## src/rtl/aftab_csr_access_if.sv

```systemverilog
// CSR access checker bus: request/verdict handshake plus illegal-access debug state.
interface aftab_csr_access_if #(
  parameter int unsigned ADDR_W    = 12,
  parameter int unsigned ERR_CNT_W = 8
);
  logic                 reqValid;
  logic                 reqReady;
  logic [ADDR_W-1:0]    reqAddr;
  logic                 reqWrite;
  logic [1:0]           reqPriv;
  logic                 rspValid;
  logic                 rspReady;
  logic                 rspLegal;
  logic [1:0]           rspCause;
  logic [ADDR_W-1:0]    rspAddr;
  logic [ERR_CNT_W-1:0] errCount;
  logic                 firstErrValid;
  logic [ADDR_W-1:0]    firstErrAddr;
  logic                 clrErr;

  modport slave (
    input  reqValid, reqAddr, reqWrite, reqPriv, rspReady, clrErr,
    output reqReady, rspValid, rspLegal, rspCause, rspAddr,
           errCount, firstErrValid, firstErrAddr
  );

  modport master (
    output reqValid, reqAddr, reqWrite, reqPriv, rspReady, clrErr,
    input  reqReady, rspValid, rspLegal, rspCause, rspAddr,
           errCount, firstErrValid, firstErrAddr
  );
endinterface

```

## src/rtl/aftab_csr_access_ctrl.sv

```systemverilog
// Registered CSR access checker: existence, privilege and read-only checks with
// a one-cycle verdict, saturating illegal-access counter and first-fault capture.
module aftab_csr_access_ctrl #(
  parameter int unsigned ADDR_W      = 12,
  parameter bit          EN_USER_CSR = 1'b1,
  parameter bit          EN_MINFO    = 1'b1,
  parameter int unsigned ERR_CNT_W   = 8
) (
  input  logic                clk,
  input  logic                rst,
  aftab_csr_access_if.slave   bus
);

  localparam logic [1:0] CAUSE_OK    = 2'b00;
  localparam logic [1:0] CAUSE_NOEX  = 2'b01;
  localparam logic [1:0] CAUSE_PRIV  = 2'b10;
  localparam logic [1:0] CAUSE_RO    = 2'b11;
  localparam logic [ERR_CNT_W-1:0] CNT_MAX = {ERR_CNT_W{1'b1}};

  if (ADDR_W != 12) begin : g_addr_w_check
    $error("aftab_csr_access_ctrl: ADDR_W must be 12");
  end

  logic                 rsp_valid_q, rsp_valid_d;
  logic                 rsp_legal_q, rsp_legal_d;
  logic [1:0]           rsp_cause_q, rsp_cause_d;
  logic [ADDR_W-1:0]    rsp_addr_q,  rsp_addr_d;
  logic [ERR_CNT_W-1:0] err_cnt_q,   err_cnt_d;
  logic                 first_vld_q, first_vld_d;
  logic [ADDR_W-1:0]    first_addr_q, first_addr_d;

  logic                 req_ready;
  logic                 accept;
  logic                 exists;
  logic [1:0]           cause;
  logic                 illegal_acc;

  assign req_ready   = !rsp_valid_q || bus.rspReady;
  assign accept      = bus.reqValid && req_ready;
  assign illegal_acc = accept && (cause != CAUSE_OK);

  // Implemented CSR map; optional groups gated by parameters.
  always_comb begin
    exists = 1'b0;
    case (bus.reqAddr)
      12'h300, 12'h302, 12'h303, 12'h304, 12'h305,
      12'h341, 12'h342, 12'h343, 12'h344:           exists = 1'b1;
      12'h000, 12'h004, 12'h005,
      12'h041, 12'h042, 12'h043, 12'h044:           exists = EN_USER_CSR;
      12'hF11, 12'hF12, 12'hF13, 12'hF14:           exists = EN_MINFO;
      default:                                      exists = 1'b0;
    endcase
  end

  // Cause priority: nonexistent, then privilege, then write to read-only.
  always_comb begin
    cause = CAUSE_OK;
    if (!exists) begin
      cause = CAUSE_NOEX;
    end else if (bus.reqPriv < bus.reqAddr[9:8]) begin
      cause = CAUSE_PRIV;
    end else if ((bus.reqAddr[11:10] == 2'b11) && bus.reqWrite) begin
      cause = CAUSE_RO;
    end
  end

  // Verdict register: load on accept, drop valid when consumed with no new accept.
  always_comb begin
    rsp_valid_d = rsp_valid_q;
    rsp_legal_d = rsp_legal_q;
    rsp_cause_d = rsp_cause_q;
    rsp_addr_d  = rsp_addr_q;
    if (accept) begin
      rsp_valid_d = 1'b1;
      rsp_legal_d = (cause == CAUSE_OK);
      rsp_cause_d = cause;
      rsp_addr_d  = bus.reqAddr;
    end else if (bus.rspReady) begin
      rsp_valid_d = 1'b0;
    end
  end

  // Error tracking: clear first, then account for the new error in the same cycle.
  always_comb begin
    err_cnt_d    = bus.clrErr ? '0 : err_cnt_q;
    first_vld_d  = bus.clrErr ? 1'b0 : first_vld_q;
    first_addr_d = bus.clrErr ? '0 : first_addr_q;
    if (illegal_acc) begin
      if (err_cnt_d != CNT_MAX) begin
        err_cnt_d = err_cnt_d + ERR_CNT_W'(1);
      end
      if (!first_vld_d) begin
        first_vld_d  = 1'b1;
        first_addr_d = bus.reqAddr;
      end
    end
  end

  always_ff @(posedge clk) begin
    if (rst) begin
      rsp_valid_q  <= 1'b0;
      rsp_legal_q  <= 1'b0;
      rsp_cause_q  <= CAUSE_OK;
      rsp_addr_q   <= '0;
      err_cnt_q    <= '0;
      first_vld_q  <= 1'b0;
      first_addr_q <= '0;
    end else begin
      rsp_valid_q  <= rsp_valid_d;
      rsp_legal_q  <= rsp_legal_d;
      rsp_cause_q  <= rsp_cause_d;
      rsp_addr_q   <= rsp_addr_d;
      err_cnt_q    <= err_cnt_d;
      first_vld_q  <= first_vld_d;
      first_addr_q <= first_addr_d;
    end
  end

  assign bus.reqReady      = req_ready;
  assign bus.rspValid      = rsp_valid_q;
  assign bus.rspLegal      = rsp_legal_q;
  assign bus.rspCause      = rsp_cause_q;
  assign bus.rspAddr       = rsp_addr_q;
  assign bus.errCount      = err_cnt_q;
  assign bus.firstErrValid = first_vld_q;
  assign bus.firstErrAddr  = first_addr_q;

endmodule

```

## src/flat_wrapper.sv

```systemverilog
// flat-port wrapper written by rule: the top's interface ports become plain ports
module aftab_csr_access_ctrl_flat 
#(
  parameter int unsigned ADDR_W      = 12,
  parameter bit          EN_USER_CSR = 1'b1,
  parameter bit          EN_MINFO    = 1'b1,
  parameter int unsigned ERR_CNT_W   = 8
)
  (clk, rst, bus_reqValid, bus_reqAddr, bus_reqWrite, bus_reqPriv, bus_rspReady, bus_clrErr, bus_reqReady, bus_rspValid, bus_rspLegal, bus_rspCause, bus_rspAddr, bus_errCount, bus_firstErrValid, bus_firstErrAddr);
  aftab_csr_access_if #(.ADDR_W(ADDR_W), .ERR_CNT_W(ERR_CNT_W)) bus_i ();
  input  logic clk;
  input  logic rst;
  input wire logic [$bits(bus_i.reqValid)-1:0] bus_reqValid;
  input wire logic [$bits(bus_i.reqAddr)-1:0] bus_reqAddr;
  input wire logic [$bits(bus_i.reqWrite)-1:0] bus_reqWrite;
  input wire logic [$bits(bus_i.reqPriv)-1:0] bus_reqPriv;
  input wire logic [$bits(bus_i.rspReady)-1:0] bus_rspReady;
  input wire logic [$bits(bus_i.clrErr)-1:0] bus_clrErr;
  output wire logic [$bits(bus_i.reqReady)-1:0] bus_reqReady;
  output wire logic [$bits(bus_i.rspValid)-1:0] bus_rspValid;
  output wire logic [$bits(bus_i.rspLegal)-1:0] bus_rspLegal;
  output wire logic [$bits(bus_i.rspCause)-1:0] bus_rspCause;
  output wire logic [$bits(bus_i.rspAddr)-1:0] bus_rspAddr;
  output wire logic [$bits(bus_i.errCount)-1:0] bus_errCount;
  output wire logic [$bits(bus_i.firstErrValid)-1:0] bus_firstErrValid;
  output wire logic [$bits(bus_i.firstErrAddr)-1:0] bus_firstErrAddr;
  assign bus_i.reqValid = bus_reqValid;
  assign bus_i.reqAddr = bus_reqAddr;
  assign bus_i.reqWrite = bus_reqWrite;
  assign bus_i.reqPriv = bus_reqPriv;
  assign bus_i.rspReady = bus_rspReady;
  assign bus_i.clrErr = bus_clrErr;
  assign bus_reqReady = bus_i.reqReady;
  assign bus_rspValid = bus_i.rspValid;
  assign bus_rspLegal = bus_i.rspLegal;
  assign bus_rspCause = bus_i.rspCause;
  assign bus_rspAddr = bus_i.rspAddr;
  assign bus_errCount = bus_i.errCount;
  assign bus_firstErrValid = bus_i.firstErrValid;
  assign bus_firstErrAddr = bus_i.firstErrAddr;
  aftab_csr_access_ctrl #(.ADDR_W(ADDR_W), .EN_USER_CSR(EN_USER_CSR), .EN_MINFO(EN_MINFO), .ERR_CNT_W(ERR_CNT_W)) u_core (.clk(clk), .rst(rst), .bus(bus_i));
endmodule
```

## config.mk

```make
export PLATFORM = sky130hd
export DESIGN_NAME = aftab_csr_access_ctrl_flat
export DESIGN_NICKNAME = d
export VERILOG_FILES = /design/src/rtl/aftab_csr_access_if.sv /design/src/rtl/aftab_csr_access_ctrl.sv /design/src/flat_wrapper.sv
export SDC_FILE = /design/constraint.sdc
export NUM_CORES = 1
export LEC_CHECK = 0
export CAP_MARGIN = 20
export CORE_ASPECT_RATIO = 0.7
export CORE_UTILIZATION = 44
export DETAILED_ROUTE_END_ITERATION = 16
export PLACE_DENSITY = 0.78
export SLEW_MARGIN = 20
export SYNTH_ARGS = -nofsm -noshare
export SYNTH_HDL_FRONTEND = slang
export SYNTH_SLANG_ARGS = --single-unit
```

## constraint.sdc

```tcl
create_clock -name clk -period 2.5 [get_ports clk]
set_clock_uncertainty 0.2 [all_clocks]
set_input_delay 0.375 -clock clk [delete_from_list [all_inputs] [get_ports clk]]
set_output_delay 0.375 -clock clk [all_outputs]
set_load 0.1 [all_outputs]
```

Figure 1. Clock wires, drivers and flops.
Scale bar: 20 um.
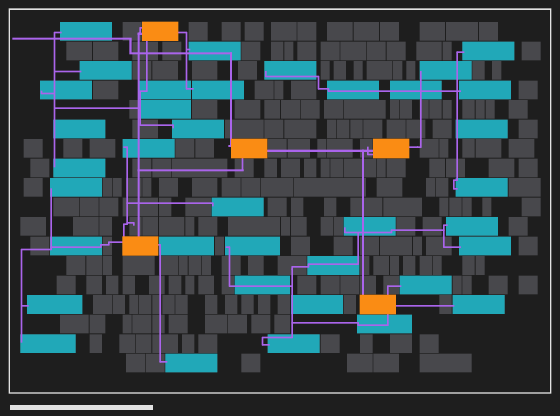
Orange shows clock drivers, count 5. Cyan shows flip-flops, count 37. Purple shows clock wires, length 464 um.
Position of the flops: widely spread. There are 6 routed clock nets.

Figure 2. Sequential cells coloured by netlist name.
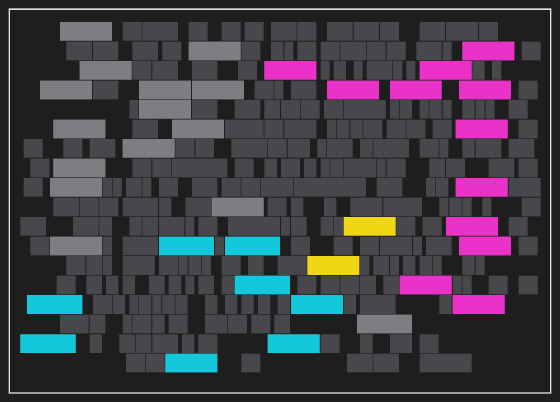
Yellow shows u_core.bus.rspCause, placed flops 2. Magenta shows u_core.bus.rspAddr, placed flops 12. Cyan shows u_core.bus.errCount, placed flops 8.

==> impl_metrics.toml <==
# flow metrics
[clock_network]
cts_buffer_depth = 2
ctsHoldBuffers = 0
clkTransAtPathRegs_ns = 0.07
clock_latency_ns = 0.29
cts_max_level = 2

[final_layout]
antenna_cells = 0
nets = 302
drive_gt1_share_pct = 37.7
n_fill_cell = 279

[floorplanning]
die_h_um = 53.3
ioPinCount = 58
row_count = 18
fp-utilization_pct = 46.5
dieArea_um2 = 4010

[pwr]
p_total_mw = 1.49
power_leakage_nw = 1.14

[sta]
grt_setup_unrepaired = "no"
period_minus_slack_ns = 2.45
slew_headroom_pct = 73.3
drv_slew = 0

[logic_synthesis]
netlist_area_um2 = 1650
async_flop_share_pct = 0
edf_count = 0
top_cell_area_share_pct = 44.8
yosysTopAreaCell = "dfxtp_1"
syn_inst = 185
syn-mean-instance-area_um2 = 8.94
ys_types = 39
ff_type = "dfxtp_1"
ys_seq_share_pct = 44.8
yosys_cells = 185
ys_warn_count = 0

[flow_run]
max-cap-violations = 0
tool_warnings = 26

[route]
drt-vias-per-instance = 5.34
ant_nets = 0
drt_iter0_markers = 98
first_pass_iters = 4
route.detailed.drc = 0

[place]
place_hpwl_um = 3530
io_buffers = 57

[setup_path]
cp.required_ns = 2.48
critical_path_class = "primary input to flop"
cp.arrival_ns = 2.43
cp-start-kind = "primary input"
critPathMaxFanout = 4

[grt]
antenna_found_initial = 0
grt_pass1_wl_um = 7320
grt_pass1_vias = 1534

[run_status]
status = "finished clean"

[hold_path]
hold_class = "flop to flop"
Figure 3. The clock network.
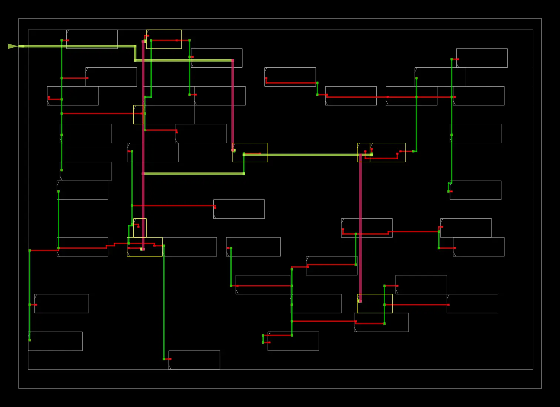
Clock Power: 0.403 mW
TritonCTS buffer count: 5
clock buf count: 6
CTS Sinks: 37
Flops: 37

Figure 4. Logic cells by family.
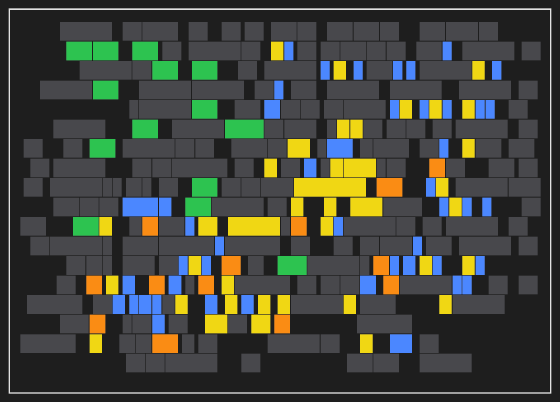
Blue shows nand cells, cells 46, most used nand2_1. Green shows non-inverting ao/oa cells, cells 14, most used a32o_1. Yellow shows aoi and oai cells, cells 38, most used a21oi_1. Orange shows and/or cells, cells 13, most used or3_1.

[per-stage QoR]
stage / setup WS (ns) / std cells / instance area (um^2)
after floorplan: 0.0472 / 185 / 1660
after global placement: -0.500 / 318 / 2430
after detailed placement: -0.557 / 318 / 2430
after CTS: 0.00893 / 326 / 2520
after global routing: 0.00606 / 331 / 2600
final: 0.0520 / 331 / 2600
[worst max-delay path, stage by stage]
cell             delay [ns]
clkdlybuf4s50_1        0.47
buf_4                  0.18
nor2_1                 0.12
nand3_2                0.13
a2111oi_4              0.49
a211oi_4               0.08
buf_4                  0.17
nand3_1                0.09
mux2_1                 0.31
[where the power goes]
group	internal, mW	switching, mW	leakage [nW]	total [mW]
clock network	0.193	0.210	0.0450	0.403
logic	0.134	0.315	0.788	0.449
registers	0.618	0.0161	0.306	0.634
[sequential cells by signal, summed over array words and instances (netlist names)]
register and cells:
u_core.bus.errCount 8, u_core.bus.rspAddr 12, u_core.bus.rspCause 2, u_core.bus.rspValid 1, u_core.bus.firstErrAddr 12, u_core.bus.rspLegal 1
u_core.bus.firstErrValid 1
[synthesized netlist by cell type (2+ instances only)]
| library cell | number |
|---|---|
| inv_1 | 4 |
| nand3_1 | 11 |
| nor3_1 | 4 |
| dfxtp_1 | 37 |
| ha_1 | 2 |
| a21oi_1 | 22 |
| o21ai_0 | 7 |
| a32o_1 | 12 |
| nand2b_1 | 2 |
| nand2_1 | 31 |
| or3_1 | 5 |
| clkbuf_1 | 6 |
| and4b_1 | 2 |
| nor2b_1 | 4 |
| and3_1 | 4 |
| nor2_1 | 9 |
[final timing paths]
check / startpoint / end / slack [ns] / cells after the start
setup reg to reg: u_core.bus.errCount[0] / u_core.bus.errCount[1] / 0.42 / 9
hold / removal: u_core.bus.rspAddr[3] / u_core.bus.rspAddr[3] / 0.26 / 2
setup / recovery: bus_reqAddr[8] / u_core.bus.errCount[2] / 0.05 / 9
hold reg to reg: u_core.bus.rspAddr[3] / u_core.bus.rspAddr[3] / 0.26 / 2
[cells by family after synthesis]
| kind of cell | synth area share (%) |
|---|---|
| buffers and inverters | 3.40 |
| AND-OR/OR-AND | 24.3 |
| multiplexers | 1.29 |
| flip-flops | 44.8 |
| adder cells (fa/ha/maj) | 1.51 |
| AND/OR/NAND/NOR | 24.7 |
[area by class of cell]
| class | instances | area [um^2] | share of cell area, % |
|---|---|---|---|
| Multi-Input combinational cell | 136 | 900 | 34.7 |
| Timing Repair Buffer | 96 | 788 | 30.4 |
| Sequential cell | 37 | 748 | 28.8 |
| Clock buffer | 6 | 72.6 | 2.80 |
| Tap cell | 50 | 62.6 | 2.41 |
| Inverter | 4 | 15.0 | 0.578 |
| Clock inverter | 2 | 10.0 | 0.386 |
[metal layers]
| layer | vias up | wire [um] | global-route usage (%) |
|---|---|---|---|
| met5 | - | 0 | 0 |
| met4 | 0 | 63 | 8.64 |
| met3 | 7 | 353 | 5.52 |
| met2 | 65 | 2000 | 34.7 |
| met1 | 823 | 2410 | 37.0 |
| li1 | 871 | - | - |
[timing repair]
action	in CTS	in global routing
pin swaps	0	4
setup endpoints to repair	12	17
setup buffers	0	5
gates resized	1	9
No activity file was given, so power comes from the tool's default toggle rates.
